==> src/rtl/uart_tx_arbiter_pkg.sv <==
// uart_tx_arbiter_pkg: serializer state encoding and default timing constants
package uart_tx_arbiter_pkg;
  typedef enum logic [1:0] {ST_IDLE, ST_START, ST_DATA, ST_STOP} tx_state_t;
  localparam int DEF_CLKS_PER_BIT = 434;
  localparam int DEF_LOCK_TIMEOUT = 65535;
endpackage

==> src/rtl/uart_tx_serializer.sv <==
// uart_tx_serializer: 8N1 LSB-first transmitter, idle high, one frame per start strobe
module uart_tx_serializer
  import uart_tx_arbiter_pkg::*;
#(
  parameter int CLKS_PER_BIT = DEF_CLKS_PER_BIT
) (
  input  logic       clk,
  input  logic       resetn,
  input  logic       start,
  input  logic [7:0] data,
  output logic       busy,
  output logic       txd
);
  localparam int BW = (CLKS_PER_BIT > 1) ? $clog2(CLKS_PER_BIT) : 1;
  tx_state_t r_state, w_next;
  logic [BW-1:0] r_baud;
  logic [2:0] r_bit;
  logic [7:0] r_shift;
  logic w_tick;
  assign w_tick = r_baud == BW'(CLKS_PER_BIT - 1);
  always_ff @(posedge clk or negedge resetn) begin
    if (!resetn) r_state <= ST_IDLE;
    else r_state <= w_next;
  end
  always_comb begin
    w_next = r_state;
    case (r_state)
      ST_IDLE:  w_next = start ? ST_START : ST_IDLE;
      ST_START: w_next = w_tick ? ST_DATA : ST_START;
      ST_DATA:  w_next = (w_tick && r_bit == 3'd7) ? ST_STOP : ST_DATA;
      ST_STOP:  w_next = w_tick ? ST_IDLE : ST_STOP;
      default:  w_next = ST_IDLE;
    endcase
  end
  always_ff @(posedge clk or negedge resetn) begin
    if (!resetn) begin
      r_baud  <= '0;
      r_bit   <= '0;
      r_shift <= '0;
    end else begin
      r_baud <= (r_state == ST_IDLE || w_tick) ? '0 : r_baud + 1'b1;
      if (r_state == ST_IDLE && start) r_shift <= data;
      else if (r_state == ST_DATA && w_tick) r_shift <= r_shift >> 1;
      // the 3-bit counter wraps from 7 to 0 exactly as DATA is left
      if (r_state == ST_DATA && w_tick) r_bit <= r_bit + 1'b1;
    end
  end
  always_comb begin
    busy = r_state != ST_IDLE;
    txd  = (r_state == ST_START) ? 1'b0 : (r_state == ST_DATA) ? r_shift[0] : 1'b1;
  end
endmodule

==> src/rtl/uart_tx_arbiter.sv <==
// uart_tx_arbiter: packet-locked round-robin arbiter for two byte requesters
// sharing one UART transmitter, with an idle-lock timeout.
module uart_tx_arbiter
  import uart_tx_arbiter_pkg::*;
#(
  parameter int CLKS_PER_BIT = DEF_CLKS_PER_BIT,
  parameter int LOCK_TIMEOUT = DEF_LOCK_TIMEOUT
) (
  input  logic       clk,
  input  logic       resetn,
  input  logic       req0_valid,
  input  logic [7:0] req0_data,
  input  logic       req0_last,
  output logic       req0_ready,
  input  logic       req1_valid,
  input  logic [7:0] req1_data,
  input  logic       req1_last,
  output logic       req1_ready,
  output logic [1:0] grant,
  output logic       busy,
  output logic       UART_TXD
);
  localparam int TW = $clog2(LOCK_TIMEOUT + 1);
  logic [1:0] r_grant;
  logic r_ptr;
  logic [TW-1:0] r_lock;
  logic w_busy, w_own_valid, w_own_last, w_accept, w_idle, w_timeout, w_end;
  logic [7:0] w_data;
  logic [1:0] w_win;
  assign w_own_valid = (r_grant[0] & req0_valid) | (r_grant[1] & req1_valid);
  assign w_own_last  = r_grant[1] ? req1_last : req0_last;
  assign w_data      = r_grant[1] ? req1_data : req0_data;
  // a new frame can only start from an idle serializer, so !busy also covers "no frame starting"
  assign w_accept    = w_own_valid & ~w_busy;
  assign w_idle      = |r_grant & ~w_busy & ~w_own_valid;
  assign w_timeout   = w_idle && r_lock == TW'(LOCK_TIMEOUT - 1);
  assign w_end       = (w_accept & w_own_last) | w_timeout;
  assign w_win       = (req0_valid & req1_valid) ? (r_ptr ? 2'b10 : 2'b01) : {req1_valid, req0_valid};
  assign req0_ready  = w_accept & r_grant[0];
  assign req1_ready  = w_accept & r_grant[1];
  assign grant       = r_grant;
  assign busy        = w_busy;
  always_ff @(posedge clk or negedge resetn) begin
    if (!resetn) begin
      r_grant <= 2'b00;
      r_ptr   <= 1'b0;
      r_lock  <= '0;
    end else begin
      r_grant <= w_end ? 2'b00 : (r_grant == 2'b00) ? w_win : r_grant;
      if (w_end) r_ptr <= r_grant[0];
      r_lock <= (w_accept | w_timeout | ~|r_grant) ? '0 : w_idle ? r_lock + 1'b1 : r_lock;
    end
  end
  uart_tx_serializer #(.CLKS_PER_BIT(CLKS_PER_BIT)) u_ser (
    .clk    (clk),
    .resetn (resetn),
    .start  (w_accept),
    .data   (w_data),
    .busy   (w_busy),
    .txd    (UART_TXD)
  );
endmodule

==> config.mk <==
export PLATFORM = sky130hd
export DESIGN_NAME = uart_tx_arbiter
export DESIGN_NICKNAME = d
export VERILOG_FILES = /design/src/rtl/uart_tx_arbiter_pkg.sv /design/src/rtl/uart_tx_serializer.sv /design/src/rtl/uart_tx_arbiter.sv
export SDC_FILE = /design/constraint.sdc
export NUM_CORES = 1
export LEC_CHECK = 0
export ABC_AREA = 1
export CELL_PAD_IN_SITES_DETAIL_PLACEMENT = 0
export CELL_PAD_IN_SITES_GLOBAL_PLACEMENT = 1
export CORE_ASPECT_RATIO = 0.9
export CORE_MARGIN = 5
export CORE_UTILIZATION = 44
export DETAILED_ROUTE_END_ITERATION = 10
export PLACE_DENSITY = 0.81
export SETUP_SLACK_MARGIN = 0.3
export SLEW_MARGIN = 10
export SYNTH_ARGS = -nofsm -noshare
export SYNTH_HDL_FRONTEND = slang
export SYNTH_HIERARCHICAL = 1
export SYNTH_SLANG_ARGS = --single-unit
==> constraint.sdc <==
create_clock -name clk -period 2.85 [get_ports clk]
set_input_delay 0.57 -clock clk [delete_from_list [all_inputs] [get_ports clk]]
set_output_delay 0.57 -clock clk [all_outputs]
set_load 0.02 [all_outputs]
Fig. 1: run 1, a small window of the routed layout
Scale bar: 5 µm. Region (57, 51) to (77, 71) µm. Cells in grey, sequential cells in the stronger grey; small squares are vias.
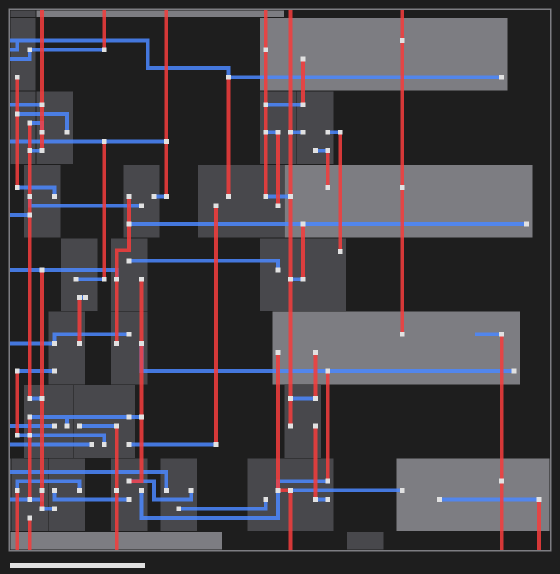
Key: met2 = red; met1 = blue
Sequential cells in the window: 4. 25 logic cells have their middle in the window. Most frequent: nand2_1 (7), nor2_1 (7), dfrtp_1 (4). Netlist names of flops here include r_lock (3), u_ser/r_baud (1).

Fig. 2: run 1, wiring by layer
Scale bar: 20 µm. Only two layers are drawn.
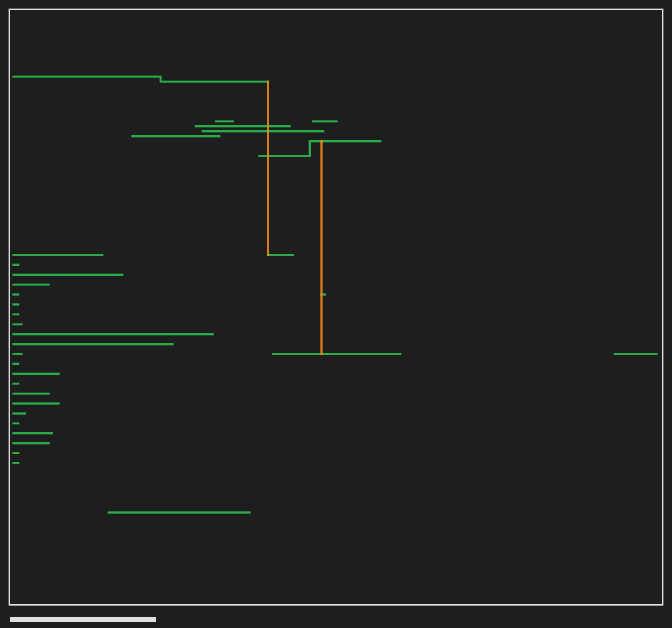
Key: met4 = orange [wire length 53.0 µm]; met3 = green [wire length 266 µm]
Tot GR Track Use: 16.6%
wire per inst: 11.9 µm
DR vias: 2,152

==> qor.txt, run 1 <==
Post-synth ARST share -> 100%
Crit path capture -> req1_ready
CTS tree -> built
Synth Warn # -> 6
Cell count after placement -> 444
Clk latency late pin -> 0.29 ns
Clk_skew -> 0.00626 ns
Max-slew violations -> 0
Layout cells sized above 1 -> 12.6%
P_sw -> 227 µW
Critical path class -> input pin to output pin
CTS root buffer -> clkbuf_8
Seq pwr share -> 51.9%
Largest type area fraction -> 41.0%
Synthesized Nets -> 376
TritonCTS buffer count -> 5
Layout net count -> 409
Final setup TNS -> 0 ns
Combinational Power Share -> 4.2%
CP startpoint -> req0_valid
Placed cell area -> 2840 µm²
Drt first-iter violations -> 100
DP Wirelength -> 4060 µm
Clock-pin slew on the worst setup and hold paths -> 0.08 ns
Top Usage Layer GRT -> met2
Ys flop type -> dfrtp_1
Port Buffers -> 27
Site row count -> 26
Critical path depth in cells -> 8
CP arrival -> 1.84 ns
DR top layer -> met4
Chip area in the Yosys report -> 2500 µm²
CP peak stage delay -> 0.50 ns
Clock buffer depth -> 2
Crit end category -> output pin
Post-synth EDFFs -> 0
Total gr overflow -> 0
Core region area -> 5600 µm²
DRC viols -> 0
PnR worst setup slack -> 0.440 ns
Mean number of vias per cell -> 4.76
Ys flops -> 41
Crit path launch type -> input pin
Internal Power -> 894 µW
Total tool warning count -> 28
Synth-to-layout area growth -> 18.1%
Final-report setup violation count -> 0
Largest net degree at the start of global routing -> 42
Worst r2r path cells -> 9
R2R setup slack -> 1.11 ns
Worst path bufs/invs -> 4
Max Freq -> 415 MHz
Post-route cell area -> 2960 µm²
Met3 WL -> 266 µm
Avg Cell Area, Syn -> 7.20 µm²
R2R Path Start -> u_ser/r_state[1]$_DFF_PN0_
Top Family by Delay on Critical Path -> buffers and inverters
Yosys stat cell total -> 348
Dominant logic cell type in the layout -> nand2_1
Final-layout fill cell count -> 576
Outcome -> finished clean
VDD IR-drop max -> 0.189 mV
Fig. 3: run 1, routed metal per tile
The die is cut into 18 by 16 equal tiles; white is low, dark blue is high, scaled to the fullest tile. Values are wire area over tile area, all layers added.
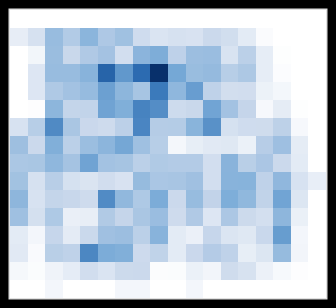
The emptiest ninth of the die: top right. The mean over all tiles is 0.12. 21% of the tiles are nearly empty. The fullest tile reaches 0.50. 7.3% of the tiles are over half the peak.
Routed WL: 5370 µm

Fig. 4: run 1, the metal 1 layer
Scale bar: 20 µm.
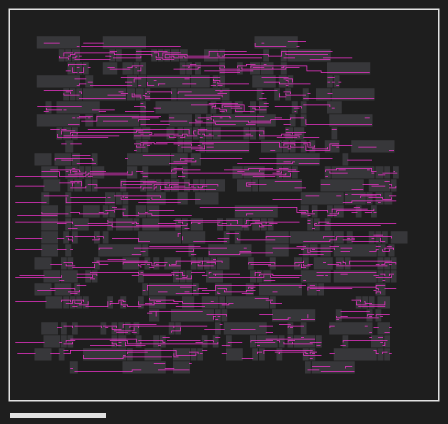
The layer carries 2,740 µm of wire. 371 nets have wire on it. The layer holds 51% of the routed length. The wires run mostly horizontal.
met1 Usage GRT: 23.1%

==> run 1: flip-flops by register name, summed over array words and instances, names as in the netlist <==
signal / flops
u_ser/r_state: 2
grant: 2
r_lock: 16
u_ser/r_shift: 8
u_ser/r_bit: 3
u_ser/r_baud: 9
r_ptr: 1
==> run 1: cells by family (layout without fill, tap and decap cells) <==
group | Yosys count | after routing | share of synthesized area [%]
XOR/XNOR | 5 | 5 | 1.75
adder cells (fa/ha/maj) | 6 | 6 | 3.00
AND-OR/OR-AND | 20 | 20 | 4.55
flip-flops | 41 | 41 | 41.0
AND/OR/NAND/NOR | 237 | 237 | 42.8
buffers and inverters | 39 | 73 | 6.99
==> run 1: layout make-up <==
class                      instances  area (µm²)  share of cell area (%)
clock buffer                       6        82.6                    2.79
clock inverter                     2        37.5                    1.27
inverter                          34         130                    4.40
multi-input combinational        268        1300                    44.1
sequential                        41        1030                    34.7
tap                               70        87.6                    2.96
timing repair buffer              31         290                    9.81
==> run 1: synthesized netlist by cell type (3+ instances only) <==
cell and count:
dfrtp_1 41, nand4_1 4, nand2_2 6, nor2_4 4
o21bai_1 3, inv_1 27, nor2_1 46, o21ai_0 5
a21oi_1 10, nand2_1 135, nand3_2 9, nor3_1 4
inv_2 5, nand3_1 20, buf_6 3, nor2_2 5
ha_1 6, xor2_1 4
==> run 1: power groups by stage <==
stage                     Clock [mW]  Sequential (mW)  Combinational (mW)
after floorplan                    0            0.593             0.00753
after global placement             0            0.593              0.0488
after detailed placement           0            0.593              0.0491
after CTS                      0.510            0.581              0.0492
after global routing           0.527            0.581              0.0535
final                          0.492            0.581              0.0475
==> run 1: repair_timing <==
item | in CTS | in global routing
setup endpoints to repair | 2 | 2
hold buffers | 0 | 0
endpoints found under the hold margin | 0 | 0
pin swaps | 0 | 0
resized | 2 | 3
--- run 2 (diff from run 1) ---
- CORE_UTILIZATION: 44 -> 37
- PLACE_DENSITY: 0.81 -> 0.72
- clock period: 2.85 -> 2.2 ns (I/O delays scaled with it)
Fig. 5: run 2, wiring by layer
Scale bar: 20 µm. Only two layers are drawn.
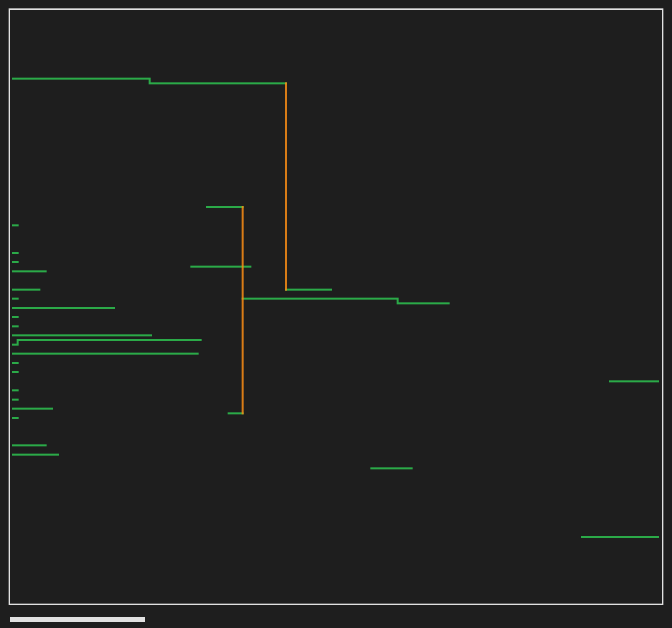
Key: met4 = orange [wire length 61.2 µm]; met3 = green [wire length 245 µm]
Routed WL: 5610 µm
DR vias: 2,216
wire per inst: 11.6 µm
Tot GR Track Use: 14.6%

==> run 2 against run 1 <==
Against the previous run:
- sequential cell count did not move
- sequential power increased by about 30%
- clock skew increased by 0.0017 ns
- largest power group unchanged
- first-iteration DRC count shrank 34%
- final cell count rose by 6.6%
- global-route usage decreased by 2.1 points
- synthesized cell count is the same
- worst setup slack worse by 0.027 ns
- utilization decreased by 6.4 points
- via count is 3.0% higher
- total power is 24% higher
==> qor.txt, run 2 <==
Cell count after placement -> 471 (was 444)
CTS Hold Buffers Added -> 0 (unchanged)
Layout cells sized above 1 -> 17.1% (was 12.6%)
Global Route met3 Usage -> 3.90% (was 4.01%)
Avg Cell Area, Syn -> 7.20 µm² (unchanged)
Worst r2r path cells -> 10 (was 9)
Port Buffers -> 27 (unchanged)
H-tree level count -> 2 (unchanged)
Max-slew violations -> 0 (unchanged)
Crit path launch type -> flop (was input pin)
Synth Warn # -> 6 (unchanged)
Total gr overflow -> 0 (unchanged)
Reg-to-reg endpoint -> r_lock[0]$_DFFE_PN0P_ (unchanged)
CP startpoint -> u_ser/r_state[0]$_DFF_PN0_ (was req0_valid)
Yosys stat cell total -> 348 (unchanged)
VDD IR-drop max -> 0.241 mV (was 0.189 mV)
Cycle use final -> 81.2%
Max reg flops -> 16 (unchanged)
Top Usage Layer GRT -> met2 (unchanged)
Post-synth top area cell -> dfrtp_1 (unchanged)
Fin Hold WS -> 0.0744 ns (was 0.405 ns)
Crit path capture -> req0_ready (was req1_ready)
Final-report setup violation count -> 0 (unchanged)
Total tool warning count -> 28 (unchanged)
Chip area -> 8520 µm² (was 7300 µm²)
Worst path required time -> 1.76 ns (was 2.28 ns)
Dominant logic cell type in the layout -> nand2_1 (unchanged)
Die Y -> 88.1 µm (was 81.6 µm)
Site row count -> 28 (was 26)
Layout net count -> 419 (was 409)
Die X -> 96.7 µm (was 89.5 µm)
Top flop regs -> r_lock x16, u_ser/r_baud x9, u_ser/r_shift x8 (unchanged)
Power Total -> 1.39 mW (was 1.12 mW)
Post-synth ARST share -> 100% (unchanged)
Global-route wire length before repair -> 10,100 µm (was 9470 µm)
Max Freq -> 560 MHz
PnR worst setup slack -> 0.413 ns (was 0.440 ns)
Synth Seq Share -> 41.0% (unchanged)
TritonCTS buffer count -> 5 (unchanged)
Synthesized cell area -> 2500 µm² (unchanged)
Biggest register -> r_lock (unchanged)
Mean number of vias per cell -> 4.60 (was 4.76)
Outcome -> finished clean (unchanged)
Pre-CTS WS -> -0.203 ns (was 0.144 ns)
Placer Congestion -> 0.749 (was 0.813)
Top cells by count, synth -> nand2_1 (135), nor2_1 (46), dfrtp_1 (41), inv_1 (27), nand3_1 (20) (unchanged)
Synthesized instance count -> 348 (unchanged)
CTS tree -> built (unchanged)
R2R setup slack -> 0.48 ns (was 1.11 ns)
Relative slew margins -> 71.0% (was 37.7%)
Clk_skew -> 0.00798 ns (was 0.00626 ns)
Vias in the first global route -> 2,236 (was 2,076)
Pleak -> 1.64 nW (was 1.59 nW)
Antenna fix cells -> 0 (unchanged)
CP arrival -> 1.35 ns (was 1.84 ns)
Final antenna-violating net count -> 0 (unchanged)
Synthesized Nets -> 376 (unchanged)
Final hold vios -> 0 (unchanged)
Initial antenna violation count -> 0 (unchanged)
Initial Util -> 38.0% (was 44.8%)
Chip area in the Yosys report -> 2500 µm² (unchanged)
DRC viols -> 0 (unchanged)
Synth-to-layout area growth -> 22.3% (was 18.1%)
Max-cap viol count -> 0 (unchanged)
R2R Path Start -> grant[0]$_DFFE_PN0P_ (was u_ser/r_state[1]$_DFF_PN0_)
Ys flops -> 41 (unchanged)
Final Non-Filler Cells -> 482 (was 452)
Min-Delay Path Class -> input pin to asynchronous set/reset pin (unchanged)
Most numerous logic cells after layout -> nand2_1 (134), nor2_1 (45), dfrtp_1 (39) (was nand2_1 (135), nor2_1 (46), dfrtp_1 (41))
CTS sink count -> 41 (unchanged)
Largest type area fraction -> 41.0% (unchanged)
Clock buffer depth -> 2 (unchanged)
Unrepaired setup endpoints after global routing -> false (unchanged)
Tmin final -> 1.79 ns
Critical Path Fanout Max -> 4 (was 3)
Clk latency late pin -> 0.29 ns (about the same)
CTS root buffer -> clkbuf_8 (unchanged)
Critical path class -> flop to output pin (was input pin to output pin)
Top cell type by instance count after synthesis -> nand2_1 (unchanged)
DP Wirelength -> 4210 µm (was 4060 µm)
Actual slew at the worst max-slew pin -> 0.436 ns (was 0.935 ns)
Core region area -> 6590 µm² (was 5600 µm²)
Crit end category -> output pin (unchanged)
Largest cells by area -> dfrtp_1 (41%), nand2_1 (20%), nor2_1 (6.9%) (unchanged)
Clock-pin slew on the worst setup and hold paths -> 0.08 ns (about the same)
Met2 GRT Util -> 22.9% (was 26.3%)
Drt first-iter violations -> 66 (was 100)
Final-layout fill cell count -> 727 (was 576)
Largest net degree at the start of global routing -> 17 (was 42)
Cell area power density -> 452 nW/µm² (was 379 nW/µm²)
Drt pass-1 iters -> 4 (unchanged)
Met1 Usage GRT -> 20.0% (was 23.1%)
Unique cell types -> 29 (unchanged)
Post-synth EDFFs -> 0 (unchanged)
Ys flop type -> dfrtp_1 (unchanged)
I/O Pins -> 28 (unchanged)
[run 2: what timing repair did]
item / in CTS / in global routing
gates resized: 23 / 7
pin swaps: 2 / 0
setup endpoints to repair: 5 / 16
setup buffers: 3 / 0
[run 2: kinds of logic (layout without fill, tap and decap cells)]
logic type | count (synthesis) | count (layout) | share of synthesized area (%)
xor gates and xnor gates | 5 | 5 | 1.75
and+or+nand+nor | 237 | 237 | 42.8
buffers and inverters | 39 | 83 | 6.99
AOI/OAI and AO/OA | 20 | 20 | 4.55
adders and majority gates | 6 | 6 | 3.00
DFF | 41 | 41 | 41.0
[run 2: layout make-up]
class	count	area, µm²	share of cell area (%)
clock buffers	7	96.3	3.15
clock inverters	1	5.00	0.163
inverters	34	130	4.25
multi-input cells	268	1330	43.4
flip-flops and latches	41	1030	33.6
well taps	90	113	3.68
repair buffers	41	362	11.8
[run 2: worst max-delay path, cell delays in order, from the launching register on]
cell	delay (ns)
dfrtp_2	0.45
inv_1	0.11
nand2_2	0.09
nor2_4	0.13
inv_2	0.05
nor2_1	0.08
buf_4	0.14
[run 2: where the power goes]
| part | internal (mW) | total, mW | switching, mW |
|---|---|---|---|
| sequential | 0.753 | 0.753 | 0 |
| clock | 0.284 | 0.558 | 0.274 |
| combinational | 0.0445 | 0.0744 | 0.0299 |
| total | 1.08 | 1.39 | 0.304 |
[run 2: stage by stage]
stage               cell area [µm²]  utilization, %  TNS (ns)
global placement               2920            44.3    -0.371
finish                         3060            46.5         0
floorplan                      2500               -         0
CTS                            3050            46.4         0
global route                   3060            46.5         0
detailed placement             2920            44.3    -0.404
[run 2: routing by layer]
layer,routed length [µm],up-vias,part of all wire [%]
met2,2350,31,42
li1,-,1173,-
met1,2960,1007,53
met4,61,0,1.1
met5,0,-,0
met3,244,5,4.4
Power is estimated from default activity; no workload was simulated.
